$ cat src/rtl/rom_pair_streamer_if.sv
// Pair stream from rom_pair_streamer into the NTT/butterfly datapath.
//   out_valid : a pair is available
//   out_ready : downstream accepts it; transfer when both are high
//   out_a     : even word of the pair
//   out_b     : odd word of the pair
// master = streamer side, slave = consumer side.
interface rom_pair_streamer_if #(
  parameter int WIDTH = 96
);
  logic             out_valid;
  logic             out_ready;
  logic [WIDTH-1:0] out_a;
  logic [WIDTH-1:0] out_b;

  modport master (output out_valid, output out_a, output out_b, input out_ready);
  modport slave  (input out_valid, input out_a, input out_b, output out_ready);
endinterface

$ cat src/rtl/rom_pair_streamer.sv
// Read-side sequencer for the registered-output dual-port ROM. A start pulse
// launches a run of consecutive word pairs (port A even, port B odd), which
// leave as a valid/ready pair stream through a 2-entry buffer. Reads are only
// issued while a buffer slot is guaranteed, so the stream never drops data.
//   clk, rst_n          : clock, synchronous active-low reset
//   start, base, count  : run request, sampled in IDLE only
//   busy, done          : run in progress / one-cycle completion pulse
//   rom_en, rom_addra/b : ROM read request (combinational from state)
//   rom_doa, rom_dob    : ROM read data, one cycle after rom_en
//   out                 : pair stream (master side)
module rom_pair_streamer #(
  parameter int WIDTH  = 96,
  parameter int LENGTH = 1024,
  localparam int AW    = $clog2(LENGTH)
) (
  input  logic                     clk,
  input  logic                     rst_n,
  input  logic                     start,
  input  logic [AW-1:0]            base,
  input  logic [AW-1:0]            count,
  output logic                     busy,
  output logic                     done,
  output logic                     rom_en,
  output logic [AW-1:0]            rom_addra,
  output logic [AW-1:0]            rom_addrb,
  input  logic [WIDTH-1:0]         rom_doa,
  input  logic [WIDTH-1:0]         rom_dob,
  rom_pair_streamer_if.master      out
);

  localparam logic [1:0] S_IDLE = 2'd0;
  localparam logic [1:0] S_RUN  = 2'd1;
  localparam logic [1:0] S_DONE = 2'd2;

  logic [1:0]       state;
  logic [AW-1:0]    base_q;
  logic [AW-1:0]    count_q;
  logic [AW-1:0]    addra_q;
  logic [AW-1:0]    addrb_q;
  logic [AW:0]      issued;
  logic [AW:0]      popped;
  logic             pend;
  logic [WIDTH-1:0] mem_a [2];
  logic [WIDTH-1:0] mem_b [2];
  logic             rd_ptr;
  logic             wr_ptr;
  logic [1:0]       occ;

  logic             pop;
  logic             issue;
  logic [2:0]       credit_use;
  logic [AW-1:0]    pair_off;
  logic [AW-1:0]    issue_addra;
  logic [AW-1:0]    issue_addrb;
  logic [AW:0]      popped_nxt;

  always_comb begin
    pop         = (occ != 2'd0) && out.out_ready;
    // Slots already claimed after this cycle's pop: buffered plus in flight.
    credit_use  = {1'b0, occ} - {2'b00, pop} + {2'b00, pend};
    issue       = (state == S_RUN) && (issued < {1'b0, count_q}) && (credit_use < 3'd2);
    pair_off    = issued[AW-1:0] << 1;
    issue_addra = base_q + pair_off;
    issue_addrb = issue_addra + AW'(1);
    popped_nxt  = popped + {{AW{1'b0}}, pop};
  end

  assign rom_en    = issue;
  assign rom_addra = issue ? issue_addra : addra_q;
  assign rom_addrb = issue ? issue_addrb : addrb_q;
  assign busy      = (state != S_IDLE);
  assign done      = (state == S_DONE);

  // With a 2-entry ring and wr_ptr == rd_ptr when empty, the slot behind the
  // read pointer still holds the last popped pair, so an empty buffer keeps
  // showing it without a separate holding register.
  assign out.out_valid = (occ != 2'd0);
  assign out.out_a     = (occ != 2'd0) ? mem_a[rd_ptr] : mem_a[~rd_ptr];
  assign out.out_b     = (occ != 2'd0) ? mem_b[rd_ptr] : mem_b[~rd_ptr];

  always_ff @(posedge clk) begin
    if (!rst_n) begin
      state   <= S_IDLE;
      base_q  <= '0;
      count_q <= '0;
      addra_q <= '0;
      addrb_q <= '0;
      issued  <= '0;
      popped  <= '0;
      pend    <= 1'b0;
      rd_ptr  <= 1'b0;
      wr_ptr  <= 1'b0;
      occ     <= '0;
      for (int unsigned i = 0; i < 2; i++) begin
        mem_a[i] <= '0;
        mem_b[i] <= '0;
      end
    end else begin
      case (state)
        S_IDLE: begin
          if (start) begin
            base_q  <= base;
            count_q <= count;
            issued  <= '0;
            popped  <= '0;
            state   <= (count == '0) ? S_DONE : S_RUN;
          end
        end
        S_RUN: begin
          if (issue) begin
            issued  <= issued + 1'b1;
            addra_q <= issue_addra;
            addrb_q <= issue_addrb;
          end
          popped <= popped_nxt;
          if (popped_nxt == {1'b0, count_q}) state <= S_DONE;
        end
        S_DONE:  state <= S_IDLE;
        default: state <= S_IDLE;
      endcase

      pend <= issue;
      if (pend) begin
        mem_a[wr_ptr] <= rom_doa;
        mem_b[wr_ptr] <= rom_dob;
        wr_ptr        <= ~wr_ptr;
      end
      if (pop) rd_ptr <= ~rd_ptr;
      occ <= occ + {1'b0, pend} - {1'b0, pop};
    end
  end

endmodule

$ cat src/flat_wrapper.sv
// flat-port wrapper written by rule: the top's interface ports become plain ports
module rom_pair_streamer_flat 
#(
  parameter int WIDTH  = 96,
  parameter int LENGTH = 1024,
  localparam int AW    = $clog2(LENGTH)
)
  (clk, rst_n, start, base, count, busy, done, rom_en, rom_addra, rom_addrb, rom_doa, rom_dob, out_out_valid, out_out_a, out_out_b, out_out_ready);
  rom_pair_streamer_if #(.WIDTH(WIDTH)) out_i ();
  input  logic clk;
  input  logic rst_n;
  input  logic start;
  input  logic [AW-1:0] base;
  input  logic [AW-1:0] count;
  output logic busy;
  output logic done;
  output logic rom_en;
  output logic [AW-1:0] rom_addra;
  output logic [AW-1:0] rom_addrb;
  input  logic [WIDTH-1:0] rom_doa;
  input  logic [WIDTH-1:0] rom_dob;
  output wire logic [$bits(out_i.out_valid)-1:0] out_out_valid;
  output wire logic [$bits(out_i.out_a)-1:0] out_out_a;
  output wire logic [$bits(out_i.out_b)-1:0] out_out_b;
  input wire logic [$bits(out_i.out_ready)-1:0] out_out_ready;
  assign out_out_valid = out_i.out_valid;
  assign out_out_a = out_i.out_a;
  assign out_out_b = out_i.out_b;
  assign out_i.out_ready = out_out_ready;
  rom_pair_streamer #(.WIDTH(WIDTH), .LENGTH(LENGTH)) u_core (.clk(clk), .rst_n(rst_n), .start(start), .base(base), .count(count), .busy(busy), .done(done), .rom_en(rom_en), .rom_addra(rom_addra), .rom_addrb(rom_addrb), .rom_doa(rom_doa), .rom_dob(rom_dob), .out(out_i));
endmodule
$ cat config.mk
export PLATFORM = sky130hd
export DESIGN_NAME = rom_pair_streamer_flat
export DESIGN_NICKNAME = d
export VERILOG_FILES = /design/src/rtl/rom_pair_streamer_if.sv /design/src/rtl/rom_pair_streamer.sv /design/src/flat_wrapper.sv
export SDC_FILE = /design/constraint.sdc
export NUM_CORES = 1
export LEC_CHECK = 0
export ABC_AREA = 1
export CAP_MARGIN = 10
export CORE_MARGIN = 3
export CORE_UTILIZATION = 38
export DETAILED_ROUTE_END_ITERATION = 16
export PLACE_DENSITY = 0.64
export SLEW_MARGIN = 10
export SYNTH_ARGS = -nofsm -noshare
export SYNTH_HDL_FRONTEND = slang
export SYNTH_SLANG_ARGS = --single-unit
$ cat constraint.sdc
create_clock -name clk -period 12.8 [get_ports clk]
set_input_delay 2.56 -clock clk [delete_from_list [all_inputs] [get_ports clk]]
set_output_delay 2.56 -clock clk [all_outputs]
set_load 0.02 [all_outputs]
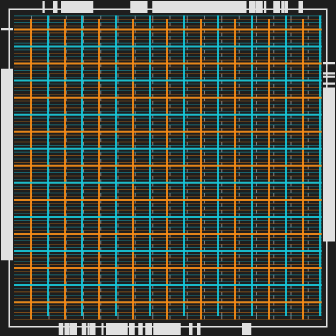
(images/power_grid.png)
Pins as bars on the die edge. Tap cells in gray.
| color | net |
|---|---|
| cyan | VDD |
| orange | VSS |
rows: 89
signal pins: 432
met4 straps: 18

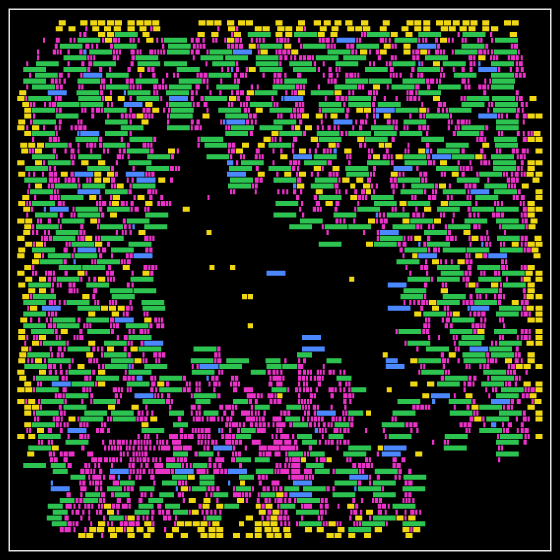
(images/placement_by_type.png)
| color | class | cells | share of their area |
|---|---|---|---|
| yellow | other buffers and delay cells | 453 | 16% |
| magenta | combinational and other logic | 2,062 | 33% |
| green | flops | 454 | 45% |
| blue | clock drivers and dummy loads | 90 | 5.7% |

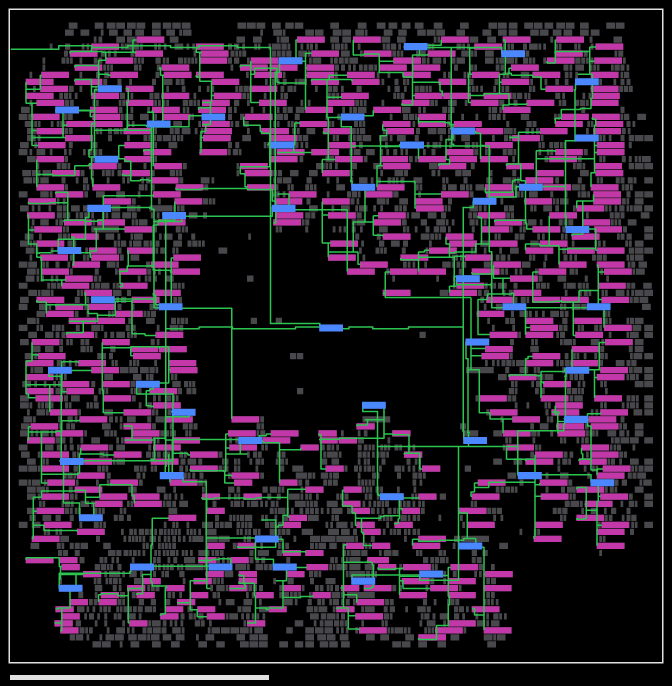
(images/clk_routes.png)
Bar = 100 um.
[magenta] flip-flops | count: 454
[green] clock wires | length: 6,180 um
[blue] clock drivers | count: 51
routed clock nets: 52
flops lie: widely spread

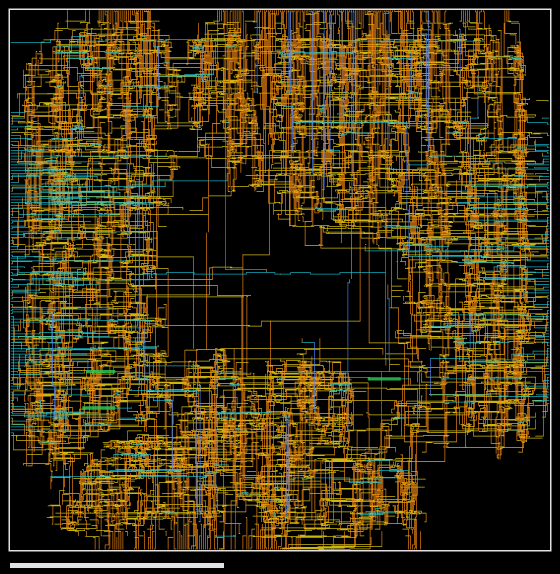
(images/wires.png)
Bar = 100 um.
| color | layer | wire length |
|---|---|---|
| blue | metal 4 | 2,280 um |
| green | metal 5 | 39.6 um |
| cyan | metal 3 | 6,350 um |
| orange | metal 2 | 35.4 mm |
| yellow | metal 1 | 29.1 mm |

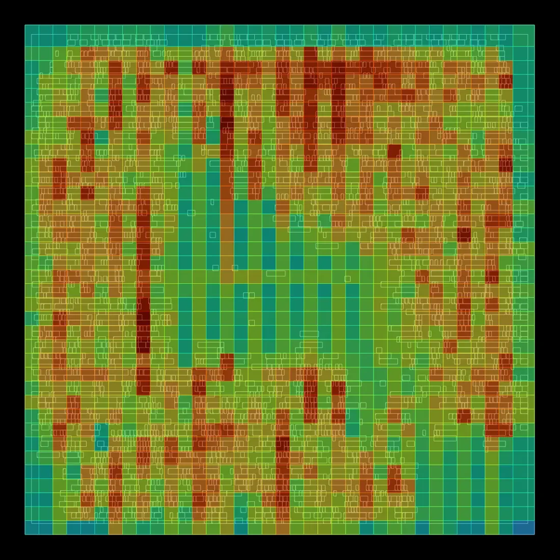
(images/congestion.png)
All-Layer GR Usage: 22.3%
fraction of met2 tracks used by global routing: 37.7%
met1 track demand over resource in global routing: 27.5%

==> flow_summary.rst <==
Implementation results
======================

.. list-table::
   :header-rows: 1

   * - Metric
     - Value
   * - Port Buf Inserts
     - 431
   * - Post-route minimum period
     - 8.63 ns
   * - Max-area cell share
     - 50.1%
   * - Initial DRC Count
     - 2,030
   * - # DRC
     - 0
   * - Arr. time, crit path
     - 6.07 ns
   * - Sequential-to-total area share from yosys stat
     - 56.2%
   * - Pin count of the biggest net entering global routing
     - 124
   * - Placement row count
     - 89
   * - Area fraction in xor and xnor cells
     - 0.647%
   * - Gate count of the mapped netlist
     - ~2,700
   * - Synthesized area per cell
     - 8.52 um^2
   * - Final Skew
     - 0.0199 ns
   * - Basic Gates by Area
     - 18.5%
   * - Die outline height
     - 252 um
   * - Post-cts hold buffer count
     - 0
   * - Leading register cell type out of synthesis
     - edfxtp_1
   * - Crit path launch type
     - primary input
   * - Largest fanout of any net on the critical path
     - 26
   * - Number of detailed-routing iterations run before antenna repair
     - 5
   * - Via count
     - 20,683
   * - Root buffer cell
     - clkbuf_16
   * - Detailed Place HPWL
     - ~44,000 um
   * - Number of global-route vias before repair
     - 20,585
   * - Compound-gate portion of the synthesized area
     - approximately 16%
   * - H-tree lvl count
     - 2
   * - Die Wd
     - 252 um
   * - Total congestion overflow
     - 0
   * - Yosys Chip Area
     - between 20,000 and 25,000 um^2
   * - Tool warning count
     - 36
   * - Tally of non-filler cells in the final layout
     - just under 4,000
   * - Run status
     - complete, no violations
   * - Unrepaired setup endpoints after global routing
     - false
   * - WL final
     - 73,200 um
   * - Hold Path Class
     - flip-flop to flip-flop
   * - #FFs+latches synth
     - 454
   * - Number of enable flip-flop cells
     - 384
   * - Post-route cell area
     - 29,400 um^2
   * - Static Leakage
     - 11.8 nW
   * - Fmax
     - about 120 MHz
   * - Total I/O pin count
     - about 430
   * - Cell Count Post-Placement
     - 3,742
   * - Topmost layer with routed signal wires
     - met5
   * - Worst hold slack after final layout
     - 0.472 ns
   * - Max-capacitance violation count
     - 0
   * - Power Dens Cells
     - 226 nW/um^2
   * - Core Box Area
     - 59,500 um^2
   * - CTS tree
     - done
   * - Distinct lib cells
     - 38
   * - Leading cell types by total area after synthesis
     - edfxtp_1 50%, nor2_1 14%, o21ai_0 9.1%
   * - Share of cells above drive strength 1
     - 4.28%
   * - MUX share of area
     - 0%
   * - Power Total
     - 6.67 mW
   * - Sinks on the clock net
     - 454
   * - Number of filler cells placed in the layout
     - 5,460
   * - Number of pins with negative max-slew slack in the final report
     - 0
   * - Wire length of the first global-routing pass
     - 113,000 um
   * - Yosys adder share
     - 1.48%
   * - Data required time of the critical path
     - between 10 and 15 ns
   * - Number of nets still failing antenna checks after routing
     - 0
   * - Combined flip-flop and latch cell area
     - between 10,000 and 15,000 um^2
   * - Routability cong.
     - 0.865
   * - Yosys cell count
     - between 2,000 and 3,000
   * - Setup TNS Final
     - 0 ns
   * - Critical Path Sink Type
     - primary output
   * - Post-CTS Repair Setup Buffers
     - 0
   * - Ys async rst share
     - 0%
   * - Post-layout net count
     - 3,264
   * - Cell area after placement
     - 27,800 um^2
   * - Library cell with the largest summed area after synthesis
     - edfxtp_1
   * - Number of buffers inserted during clock tree synthesis
     - 51
   * - Resized cells post-CTS
     - 0
   * - Insertion Delay late pin
     - just under 0.6 ns
   * - Synthesized net count
     - 2,945
   * - Startpoint-to-endpoint class of the critical path
     - primary input to primary output
==> placed cells by master (no fill, tap or decap), types with 3 or more instances in the layout <==
master,n
nor2_2,6
xnor2_1,7
or2_2,9
nand2_4,5
o21ai_2,5
xor2_1,10
clkinv_2,7
clkbuf_16,52
clkinv_1,13
ha_1,24
inv_4,4
buf_4,22
bufinv_16,5
o21ai_0,418
nand4_1,7
edfxtp_1,384
nand2_2,3
dfxtp_1,68
nand2_1,140
clkdlybuf4s50_1,431
nor2_1,841
nor3_1,3
clkbuf_1,9
a21oi_1,42
diode_2,11
or2_1,5
o22ai_1,192
inv_1,268
nand3_1,52
==> cell families after synthesis <==
logic type      Yosys count
simple gates           1081
compound gates          663
buf+inv                 462
flops                   454
fa+ha+maj                26
xor+xnor                 17
==> report_power, final <==
group | internal, mW | total [mW] | switching (mW) | leakage (nW)
Sequential | 1.75 | 1.83 | 0.0821 | 4.54
Clock | 0.839 | 1.44 | 0.598 | 0.786
Combinational | 1.32 | 3.39 | 2.07 | 6.49
Total | 3.92 | 6.67 | 2.75 | 11.8
==> cells in the mapped netlist, types with 3 or more instances <==
cell	instances
o21ai_0	418
or2_1	5
nand3_1	53
nand2_1	143
inv_1	270
nand4_1	7
nor2_1	842
nand2_2	3
xnor2_1	7
o22ai_1	192
nor2_2	6
buf_2	6
o21ai_2	5
edfxtp_1	384
xor2_1	10
nor3_1	3
buf_1	8
clkbuf_1	170
ha_1	24
or2_2	9
a21oi_1	42
dfxtp_1	70
==> state kept, by name (all words and copies together) (netlist names), 2 cells and up, named ones only <==
name	count
u_core.count_q	10
u_core.base_q	10
u_core.state	2
u_core.addra_q	10
u_core.occ	2
u_core.mem_b	192
u_core.mem_a	192
u_core.addrb_q	10
u_core.issued	11
u_core.popped	11
==> metal layers <==
layer | global-route usage, % | up-vias
met5 | 0 | -
met3 | 5.72 | 128
met1 | 27.5 | 10015
met4 | 8.37 | 6
met2 | 37.7 | 805
li1 | - | 9729
==> through the flow <==
stage,util [%],setup WS [ns]
finish,49.5,4.17
global route,49.5,3.91
CTS,49.5,4.18
detailed placement,46.8,4.19
global placement,46.8,4.21
floorplan,-,4.85
==> area by class of cell <==
class	instances	area share, %
tap	773	3.28
clock buffer	61	4.53
timing repair buffer	453	15.2
multi-input combinational	1787	28.4
inverter	275	3.56
sequential	454	43.9
clock inverter	29	0.935
antenna	11	0.0935
==> final timing paths <==
check,from,endpoint,slack [ns],cells after the start
max,out_out_ready,rom_addrb[3],4.17,16
min,u_core.addrb_q[8],u_core.addrb_q[8],0.47,2
max reg2reg,u_core.occ[1],u_core.addrb_q[2],8.91,16
min reg2reg,u_core.addrb_q[8],u_core.addrb_q[8],0.47,2
==> worst max-delay path, cell delays in order <==
cell	delay [ns]
clkdlybuf4s50_1	0.46
nand2_1	0.10
inv_1	0.18
ha_1	0.24
inv_1	0.06
ha_1	0.16
fa_1	0.44
inv_1	0.09
nand3_2	0.09
nor3_4	0.21
nand2_4	0.23
inv_4	0.27
or2_2	0.15
o21ai_0	0.11
inv_1	0.09
clkdlybuf4s50_1	0.62
Power and IR drop assume default switching activity.
